[src/rtl/widthadapt_pkg.sv]
// Shared helpers for the packet-aware 1-to-x width upsizer.
package widthadapt_pkg;

   // Map beat position k within a word to its output lane.
   function automatic int unsigned lane_of(input int unsigned k, input int unsigned x,
                                           input bit msb_first);
      return msb_first ? (x - 1 - k) : k;
   endfunction

endpackage

[src/rtl/widthadapt_1_to_x_pkt.sv]
// Packs p_x narrow beats into one wide word, with early flush on i_last,
// a lane keep mask and a decoupled output register.
module widthadapt_1_to_x_pkt
   import widthadapt_pkg::*;
#(
   parameter int unsigned  p_iwidth    = 16,
   parameter int unsigned  p_x         = 8,
   parameter bit           p_msb_first = 1'b0,
   localparam int unsigned p_owidth    = p_iwidth * p_x,
   localparam int unsigned p_xw        = $clog2(p_x)
) (
   input  logic                               i_clk,
   input  logic                               i_rst_n,
   input  logic                               i_valid,
   input  logic [p_iwidth-1:0]                i_data,
   input  logic                               i_last,
   output logic                               o_ready,
   output logic                               o_valid,
   output logic [p_owidth-1:0]                o_data,
   output logic [p_x-1:0][p_iwidth-1:0]       o_data_array,
   output logic [p_x-1:0]                     o_keep,
   output logic                               o_last,
   input  logic                               i_ready
);

   logic [p_x-1:0][p_iwidth-1:0] acc_data_q, acc_data_d, merge_data;
   logic [p_x-1:0]               acc_keep_q, acc_keep_d, merge_keep;
   logic [p_xw-1:0]              acc_cnt_q, acc_cnt_d;
   logic                         pending_q, pending_d;
   logic                         pend_last_q, pend_last_d;
   logic [p_x-1:0][p_iwidth-1:0] out_data_q, out_data_d;
   logic [p_x-1:0]               out_keep_q, out_keep_d;
   logic                         out_last_q, out_last_d;
   logic                         out_valid_q, out_valid_d;

   logic [p_xw-1:0] lane;
   logic            in_xfer;
   logic            out_free;
   logic            completing;

   assign lane       = p_xw'(lane_of(int'(acc_cnt_q), p_x, p_msb_first));
   assign in_xfer    = i_valid & ~pending_q;
   assign out_free   = ~out_valid_q | i_ready;
   assign completing = (acc_cnt_q == p_xw'(p_x - 1)) | i_last;

   // Accumulator contents with the current beat written into its lane.
   always_comb begin
      merge_data       = acc_data_q;
      merge_keep       = acc_keep_q;
      merge_data[lane] = i_data;
      merge_keep[lane] = 1'b1;
   end

   // Next-state for accumulator, pending flag and output register.
   always_comb begin
      acc_data_d  = acc_data_q;
      acc_keep_d  = acc_keep_q;
      acc_cnt_d   = acc_cnt_q;
      pending_d   = pending_q;
      pend_last_d = pend_last_q;
      out_data_d  = out_data_q;
      out_keep_d  = out_keep_q;
      out_last_d  = out_last_q;
      out_valid_d = out_valid_q;

      // Drain; any load below overrides so back-to-back words have no bubble.
      if (out_valid_q && i_ready) begin
         out_valid_d = 1'b0;
      end

      if (pending_q && out_free) begin
         out_data_d  = acc_data_q;
         out_keep_d  = acc_keep_q;
         out_last_d  = pend_last_q;
         out_valid_d = 1'b1;
         acc_data_d  = '0;
         acc_keep_d  = '0;
         acc_cnt_d   = '0;
         pending_d   = 1'b0;
      end else if (in_xfer) begin
         if (completing && out_free) begin
            out_data_d  = merge_data;
            out_keep_d  = merge_keep;
            out_last_d  = i_last;
            out_valid_d = 1'b1;
            acc_data_d  = '0;
            acc_keep_d  = '0;
            acc_cnt_d   = '0;
         end else if (completing) begin
            // Output busy: park the finished word until the register frees up.
            acc_data_d  = merge_data;
            acc_keep_d  = merge_keep;
            pending_d   = 1'b1;
            pend_last_d = i_last;
         end else begin
            acc_data_d = merge_data;
            acc_keep_d = merge_keep;
            acc_cnt_d  = acc_cnt_q + p_xw'(1);
         end
      end
   end

   // State registers with synchronous active-low reset.
   always_ff @(posedge i_clk) begin
      if (!i_rst_n) begin
         acc_data_q  <= '0;
         acc_keep_q  <= '0;
         acc_cnt_q   <= '0;
         pending_q   <= 1'b0;
         pend_last_q <= 1'b0;
         out_data_q  <= '0;
         out_keep_q  <= '0;
         out_last_q  <= 1'b0;
         out_valid_q <= 1'b0;
      end else begin
         acc_data_q  <= acc_data_d;
         acc_keep_q  <= acc_keep_d;
         acc_cnt_q   <= acc_cnt_d;
         pending_q   <= pending_d;
         pend_last_q <= pend_last_d;
         out_data_q  <= out_data_d;
         out_keep_q  <= out_keep_d;
         out_last_q  <= out_last_d;
         out_valid_q <= out_valid_d;
      end
   end

   assign o_ready      = ~pending_q;
   assign o_valid      = out_valid_q;
   assign o_data       = out_data_q;
   assign o_data_array = out_data_q;
   assign o_keep       = out_keep_q;
   assign o_last       = out_last_q;

endmodule

[config.mk]
export PLATFORM = sky130hd
export DESIGN_NAME = widthadapt_1_to_x_pkt
export DESIGN_NICKNAME = d
export VERILOG_FILES = /design/src/rtl/widthadapt_pkg.sv /design/src/rtl/widthadapt_1_to_x_pkt.sv
export SDC_FILE = /design/constraint.sdc
export NUM_CORES = 1
export LEC_CHECK = 0
export ABC_AREA = 1
export CORE_MARGIN = 2
export CORE_UTILIZATION = 35
export DETAILED_ROUTE_END_ITERATION = 10
export GPL_TIMING_DRIVEN = 0
export PLACE_DENSITY_LB_ADDON = 0.05
export SETUP_SLACK_MARGIN = 0.05
export SYNTH_ARGS = -nofsm -noshare
export SYNTH_HDL_FRONTEND = slang
export SYNTH_SLANG_ARGS = --single-unit
[constraint.sdc]
create_clock -name i_clk -period 2 [get_ports i_clk]
set_input_delay 0.4 -clock i_clk [delete_from_list [all_inputs] [get_ports i_clk]]
set_output_delay 0.4 -clock i_clk [all_outputs]
set_load 0.01 [all_outputs]
Run 1, cell outlines without signal wires:
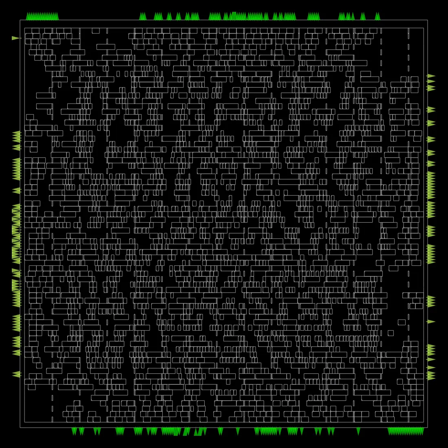
register share of the cell area: 29.52%
area of the core: 39910 um^2

Run 1, pin map:
Pins as bars across the die edge, other pins in gray.
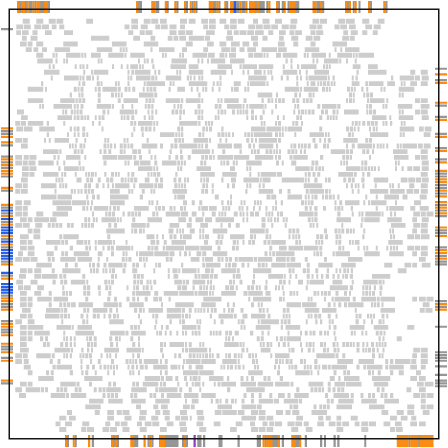
Purple stands for i_last, pins 1, direction input, edge bottom. Blue stands for i_data, pins 16, direction input, edge 15 left, 1 top. Orange stands for o_data, pins 128, direction output, edge 43 top, 38 bottom, 25 left, 22 right.
All pins by edge: 87 top, 80 bottom, 66 left, 55 right.

Run 1, clock distribution:
Scale bar: 50 um.
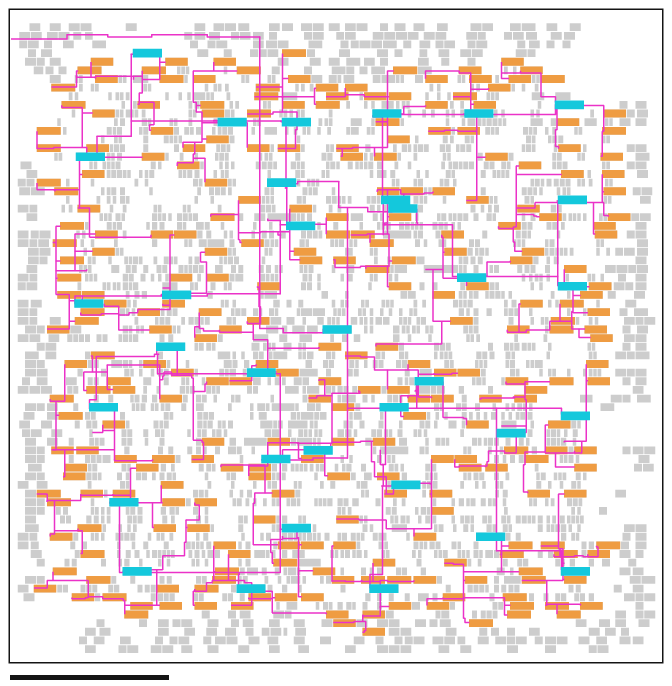
Magenta stands for clock wires, length 4080 um. Cyan stands for cells driving clock nets, count 34. Orange stands for flip-flops, count 279.
Position of the flops: spread over the die.

-- run 1: sequential cells by signal (all words and copies together) (netlist names) --
register / cells
acc_cnt_q: 3
acc_data_q: 128
acc_keep_q: 8
o_data: 128
o_keep: 8
o_last: 1
o_valid: 1
pend_last_q: 1
pending_q: 1
-- run 1: through the flow --
step | instances | setup WS, ps
CTS | 3025 | 36.09
global placement | 2964 | -653.8
floorplan | 2152 | 391.9
finish | 3028 | 31.31
global route | 3027 | 1.077
detailed placement | 2964 | -641.2
-- run 1: final timing paths --
| kind | startpoint | to | slack (ps) |
|---|---|---|---|
| worst max-delay path | i_data[11] | o_data[11] | 30 |
| worst min-delay path | o_data[112] | o_data[112] | 460 |
| worst max register to register | acc_cnt_q[0] | acc_data_q[122] | 80 |
| worst min register to register | o_data[112] | o_data[112] | 460 |
-- run 1: cells by family after synthesis --
kind of cell             count (synthesis)
AND-OR/OR-AND                          311
adder cells (fa/ha/maj)                  2
buffers and inverters                  420
flip-flops                             279
AND/OR/NAND/NOR                       1140
-- run 1: power groups by stage --
stage | clock network, mW | registers, mW | logic (mW)
after global placement | 0 | 5.83 | 1.30
after detailed placement | 0 | 5.83 | 1.30
after floorplan | 0 | 5.84 | 0.692
final | 6.25 | 5.71 | 1.39
after global routing | 6.60 | 5.72 | 1.49
after CTS | 6.37 | 5.71 | 1.34
-- run 1: what timing repair did --
item | CTS | global route
setup endpoints to repair | 165 | 301
resized | 45 | 133
gates cloned | 0 | 1
pin swaps | 1 | 1
buffers inserted | 2 | 1
-- run 1: cell type report --
type	count	area, um^2	area share, %
Clock buffer	55	1084	5.636
Tap cell	525	656.9	3.417
Sequential cell	279	5675	29.52
Multi-Input combinational cell	1453	6409	33.33
Buffer	265	1782	9.267
Clock inverter	4	45.04	0.2343
Timing Repair Buffer	291	2965	15.42
Inverter	155	606.8	3.156
Antenna cell	1	2.502	0.01302
-- run 1: layer usage --
metal	wire length [um]	vias to the layer above
li1	-	7394
met1	23090	7030
met2	23520	507
met3	3481	106
met4	1637	0
met5	0	-
-- run 1: synthesized netlist by cell type --
cell type	n
sky130_fd_sc_hd__ha_1	2
sky130_fd_sc_hd__nand3_2	4
sky130_fd_sc_hd__nor3_1	1
sky130_fd_sc_hd__nand2_4	1
sky130_fd_sc_hd__a31oi_1	1
sky130_fd_sc_hd__buf_2	85
sky130_fd_sc_hd__nor2_8	1
sky130_fd_sc_hd__nor2_4	6
sky130_fd_sc_hd__buf_1	6
sky130_fd_sc_hd__inv_4	2
sky130_fd_sc_hd__dfxtp_1	279
sky130_fd_sc_hd__a21oi_1	139
sky130_fd_sc_hd__o21bai_1	4
sky130_fd_sc_hd__o21ai_0	107
sky130_fd_sc_hd__nand2_1	805
sky130_fd_sc_hd__clkinv_1	16
sky130_fd_sc_hd__nand3_1	274
sky130_fd_sc_hd__nor2_1	32
sky130_fd_sc_hd__nand2_2	4
sky130_fd_sc_hd__buf_6	1
sky130_fd_sc_hd__inv_1	130
sky130_fd_sc_hd__nor2_2	4
sky130_fd_sc_hd__o21ai_1	60
sky130_fd_sc_hd__clkbuf_1	25
sky130_fd_sc_hd__inv_2	7
sky130_fd_sc_hd__buf_4	148
sky130_fd_sc_hd__nand4_1	8
==> metrics.yaml, run 1 <==
power-per-cell-area_nw_per_um2: 694.4
die_x_um: 205.3
outcome: "finished, final reports clean"
finalWeightedCongestion: 0.8530
final_area_um2: 19230
timing.critical_path.arrival_ps: 2420
power.share.sequential_pct: 42.8
cts_made_buffers: 34
p_leak_nw: 8.481
switchingPower_mw: 3.397
routed_wirelength_mm: 51.73
crit_fanout: 9
power.switching_fraction_pct: 25.45
final_layout_size_suffix_gt1_share_pct: 16.59
route.detailed.wl_per_inst_um: 17.08
dpl-instance-area_um2: 17720
tally_of_unique_sky130hd_cells_used_after_synthesis: 27
largest_net_degree_at_the_start_of_global_routing: 12
setup_tns_ps: 0
clockRootBuffer: "sky130_fd_sc_hd__clkbuf_16"
clkSinkCount: 279
hold_class: "register to register"
postSynthNetCount: 2175
worst_path_dominant_cell_family: "buffers and inverters"
grt_setup_unrepaired: "yes"
relSlewSlack_pct: 46.80
netlist.area_leader.share_pct: 39.37
proportion_of_power_drawn_by_combinational_gates_pct: 10.4
avgViaCountPerCell: 4.966
final_core_utilization_pct: 48.17
drtIter0Drc: 1169
synth.cell_area_um2: 14190
## Run 2: what changed since run 1
HOLD_SLACK_MARGIN = 0.12   (was not set)
Run 2, cells colored by class:
Fill, decap, tap and diode cells in gray.
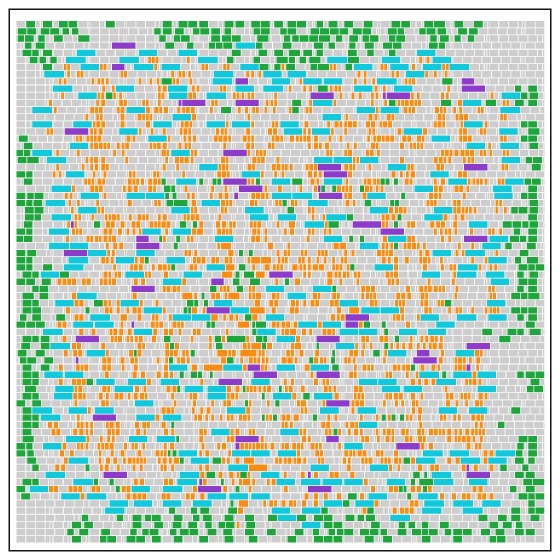
Cyan stands for flip-flops, cells 279. Purple stands for clock drivers and dummy loads, cells 59. Green stands for other buffers and delay cells, cells 556. Orange stands for all other logic, cells 1608.
area of all placed cells without fillers: 19230 um^2
post-layout utilization of the core: 48.17%
number of core rows: 73

Run 2, routed metal, one color a layer:
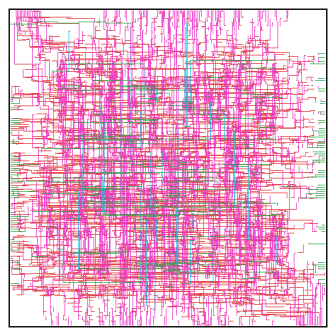
Red stands for met1, wire length 23.1 mm. Magenta stands for met2, wire length 23.5 mm. Cyan stands for met4, wire length 1640 um. Green stands for met3, wire length 3480 um.

==> run 2 against run 1 <==
  * First-iteration DRC count unchanged
  * Register-to-register slack about the same
  * Setup slack unchanged
  * Area after synthesis did not move
  * Final cell count unchanged
  * Fmax unchanged
  * Sequential power about the same
  * Cell area unchanged
  * Count of clock-buffer cells in the layout stayed put
  * Non-clock buffer count did not move
  * Synthesized cell count stayed put
==> metrics.yaml, run 2 <==
crit_fanout: 9
netlist.area_leader.share_pct: 39.37
drtIter0Drc: 1169
synth.cell_area_um2: 14190
hold_class: "register to register"
route.detailed.wl_per_inst_um: 17.08
dp_worst_setup_slack_ps: -641.2
avgViaCountPerCell: 4.966
clkSinkCount: 279
edf_count: 0
largest_net_degree_at_the_start_of_global_routing: 12
grt_setup_unrepaired: "yes"
timing.critical_path.arrival_ps: 2420
first_global_vias: 13883
yosysMostFrequentCell: "sky130_fd_sc_hd__nand2_1"
post_cts_hold_buffer_count: 0
outcome: "finished, final reports clean"
power-per-cell-area_nw_per_um2: 694.4
die_x_um: 205.3
tally_of_unique_sky130hd_cells_used_after_synthesis: 27
synth_async_sr_flop_share_pct: 0
yosys_area_um2: 14190
clockRootBuffer: "sky130_fd_sc_hd__clkbuf_16"
coreArea_um2: 39910
final_critical_path_setup_slack_ps: 31.31
postSynthNetCount: 2175
p_leak_nw: 8.481
relSlewSlack_pct: 46.80
mi_logic_area_um2: 6409
cts_made_buffers: 34
==> run 2: cell counts in the layout (fill, tap and decap cells not counted) <==
No cell type changed its count.
==> run 2: per-layer routing <==
| layer | track usage (%) | wire length (um) | vias up |
|---|---|---|---|
| met3 | 3.785 | 3481 | 106 |
| met4 | 7.837 | 1637 | 0 |
| met1 | 32.37 | 23090 | 7030 |
| li1 | - | - | 7394 |
| met5 | 0 | 0 | - |
| met2 | 38.27 | 23520 | 507 |
==> run 2: logic make-up (layout without fill, tap and decap cells) <==
| group | Yosys count | count (layout) | synth area share, % |
|---|---|---|---|
| simple gates | 1140 | 1140 | 33.53 |
| buf+inv | 420 | 770 | 15.87 |
| compound gates | 311 | 311 | 11.05 |
| flops | 279 | 279 | 39.37 |
| fa+ha+maj | 2 | 2 | 0.1764 |
| other cells | 0 | 1 | 0 |
==> run 2: critical path: cells and delay by family <==
family / cells / cell delay (ps)
AND/OR/NAND/NOR: 5 / 630
buffers and inverters: 2 / 1380
==> run 2: what timing repair did <==
| action | CTS | global route |
|---|---|---|
| gates cloned | 0 | 1 |
| pin swaps | 1 | 1 |
| setup buffers | 2 | 1 |
| resized | 45 | 133 |
| setup endpoints to repair | 165 | 301 |
==> run 2: worst paths after layout <==
check	from	to	slack (ps)	cells after the start
max	i_data[11]	o_data[11]	30	7
min	o_data[112]	o_data[112]	460	2
max reg2reg	acc_cnt_q[0]	acc_data_q[122]	80	10
min reg2reg	o_data[112]	o_data[112]	460	2
==> run 2: final cells by class <==
class                   instances  area share, %
inverters                     155          3.156
well taps                     525          3.417
clock inverters                 4         0.2343
plain buffers                 265          9.267
flip-flops and latches        279          29.52
repair buffers                291          15.42
clock buffers                  55          5.636
diodes                          1        0.01302
multi-input cells            1453          33.33
==> run 2: power by group <==
group	internal, mW	total [mW]	switching (mW)	leakage (nW)
clock	3.82	6.25	2.43	0.557
sequential	5.65	5.71	0.0658	2.29
combinational	0.484	1.39	0.903	5.63
total	9.95	13.3	3.40	8.48
==> run 2: metrics by stage <==
stage                     setup TNS [ps]  std cells  instance area (um^2)
after floorplan                        0       2152                 14190
after global placement            -99670       2964                 17720
after detailed placement         -102000       2964                 17720
after CTS                              0       3025                 18960
after global routing                   0       3027                 19220
final                                  0       3028                 19230
Run 2, clock distribution:
Scale bar: 50 um.
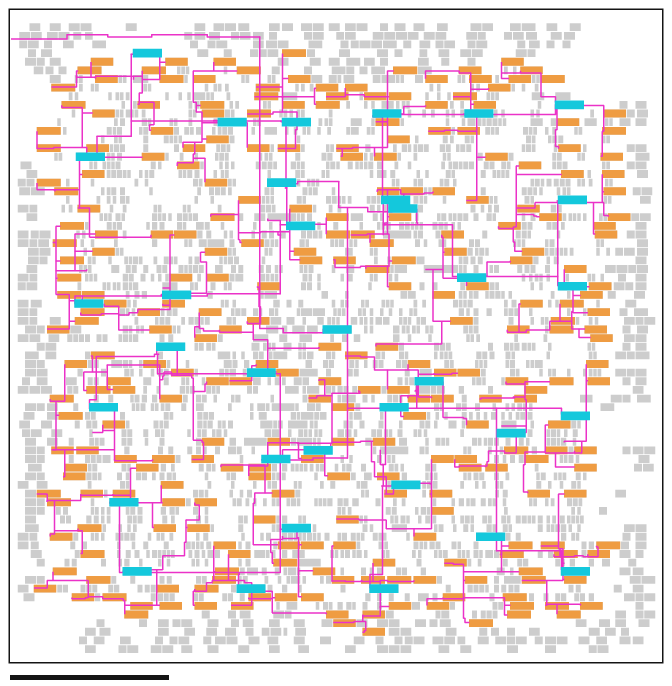

## Run 3: what changed since run 2
clock period = 2.3 ns   (was 2 ns; I/O delays follow)
Run 3, clock distribution:
Scale bar: 50 um.
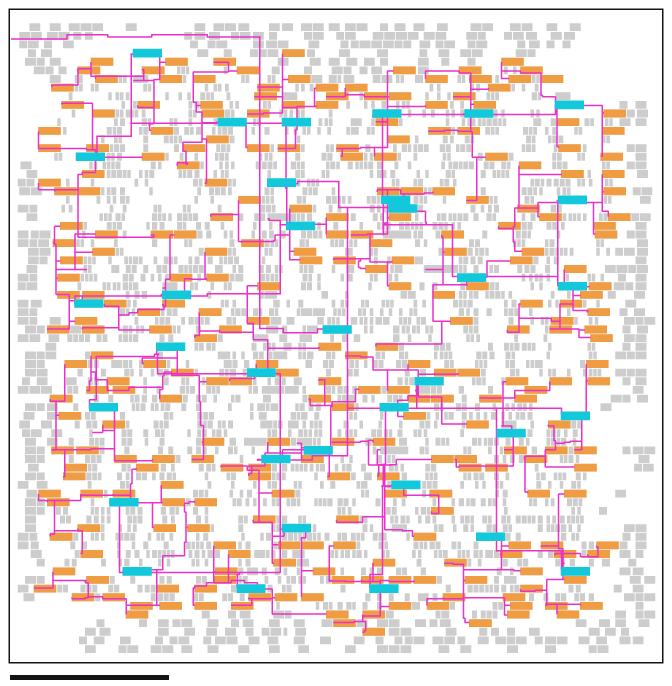
Orange stands for flip-flops, count 279. Magenta stands for clock wires, length 4110 um. Cyan stands for cells driving clock nets, count 34.
Position of the flops: spread over the die.

==> run 3 against run 2 <==
  * Critical path depth is the same
  * Die area is the same
  * Combinational power shrank 17%
  * Critical path type unchanged
  * Largest cell class unchanged
  * Largest power group unchanged
==> metrics.yaml, run 3 <==
setup_tns_ps: 0
grt_setup_unrepaired: "no"
dpl.cell_count: 2964
power-per-cell-area_nw_per_um2: 612.8
yosysMostFrequentCell: "sky130_fd_sc_hd__nand2_1"
regToRegStartpoint: "acc_cnt_q[0]"
yosys_area_um2: 14190
finalWeightedCongestion: 0.8530
postSynthNetCount: 2175
clkSinkCount: 279
p_leak_nw: 8.012
hold_path_startpoint: "o_data[81]"
worst-r2r-setup-slack_ps: 180
edf_count: 0
final_layout_size_suffix_gt1_share_pct: 12.68
relSlewSlack_pct: 37.55
avgViaCountPerCell: 4.966
outcome: "finished, final reports clean"
hold_class: "register to register"
coreArea_um2: 39910
synth_async_sr_flop_share_pct: 0
crit_path_start: "i_data[9]"
largest_net_degree_at_the_start_of_global_routing: 12
synthFlopType: "sky130_fd_sc_hd__dfxtp_1"
Run 3, cell outlines without signal wires:
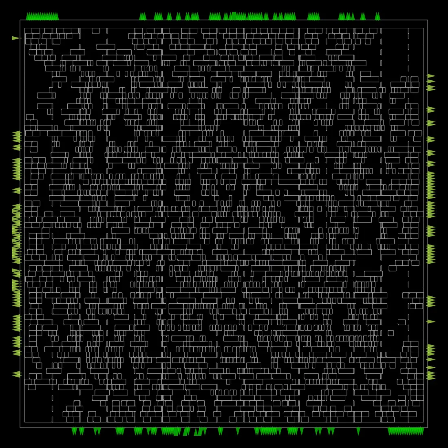
post-layout utilization of the core: 47.32%
final instance count without filler cells: 3027

## run 3: worst paths after layout
kind                      to  depth (start not counted)
setup reg to reg  o_data[56]                         10
hold reg to reg   o_data[81]                          2
hold / removal    o_data[81]                          2
setup / recovery  o_data[89]                          7
## run 3: layout make-up
type,instances,area [um^2],area share (%)
Tap cell,525,656.9,3.478
Antenna cell,2,5.005,0.02650
Multi-Input combinational cell,1453,6352,33.63
Inverter,155,590.6,3.126
Sequential cell,279,5585,29.57
Buffer,265,1670,8.843
Timing Repair Buffer,289,2900,15.35
Clock buffer,55,1084,5.736
Clock inverter,4,45.04,0.2385
## run 3: cells by family (layout without fill, tap and decap cells)
logic type      count (synthesis)  after routing  share of synthesized area [%]
simple gates                 1140           1140                          33.53
buf+inv                       420            768                          15.87
compound gates                311            311                          11.05
flops                         279            279                          39.37
fa+ha+maj                       2              2                         0.1764
other cells                     0              2                              0
## run 3: what timing repair did
action	4_1_cts	5_1_grt
buffers inserted	0	2
pin swaps	0	1
hold buffers	0	0
hold endpoints to repair	0	0
setup endpoints to repair	70	21
resized	2	2
## run 3: critical path, cell delays in order
cell and delay, ps:
sky130_fd_sc_hd__clkdlybuf4s50_1 730, sky130_fd_sc_hd__clkinv_1 810, sky130_fd_sc_hd__nand3_1 380, sky130_fd_sc_hd__nand3_1 110, sky130_fd_sc_hd__nand2_1 90, sky130_fd_sc_hd__nand2_1 50, sky130_fd_sc_hd__nand2_1 50
## run 3: report_power, final
part           total [mW]  leakage, nW  switching [mW]  internal [mW]
registers            4.96         2.25          0.0572           4.91
logic                1.16         5.20           0.770          0.391
clock network        5.45        0.557            2.13           3.32
total                11.6         8.01            2.95           8.62
## run 3: per-stage QoR
step                      worst slack (ps)  instance area [um^2]  hold slack (ps)
after CTS                            100.7                 18850            468.5
final                                58.29                 18890            465.5
after global placement              -413.8                 17720            455.7
after floorplan                      691.9                 14190            445.8
after global routing                 80.39                 18880            491.5
after detailed placement            -401.2                 17720            458.4
## run 3: routing by layer
layer,track usage [%],share of wire [%],vias to the layer above
li1,-,-,7378
met1,32.32,45,7038
met2,38.22,45,522
met3,3.785,6.6,94
met4,7.682,2.8,0
met5,0,0,-
Power and IR drop assume default switching activity.
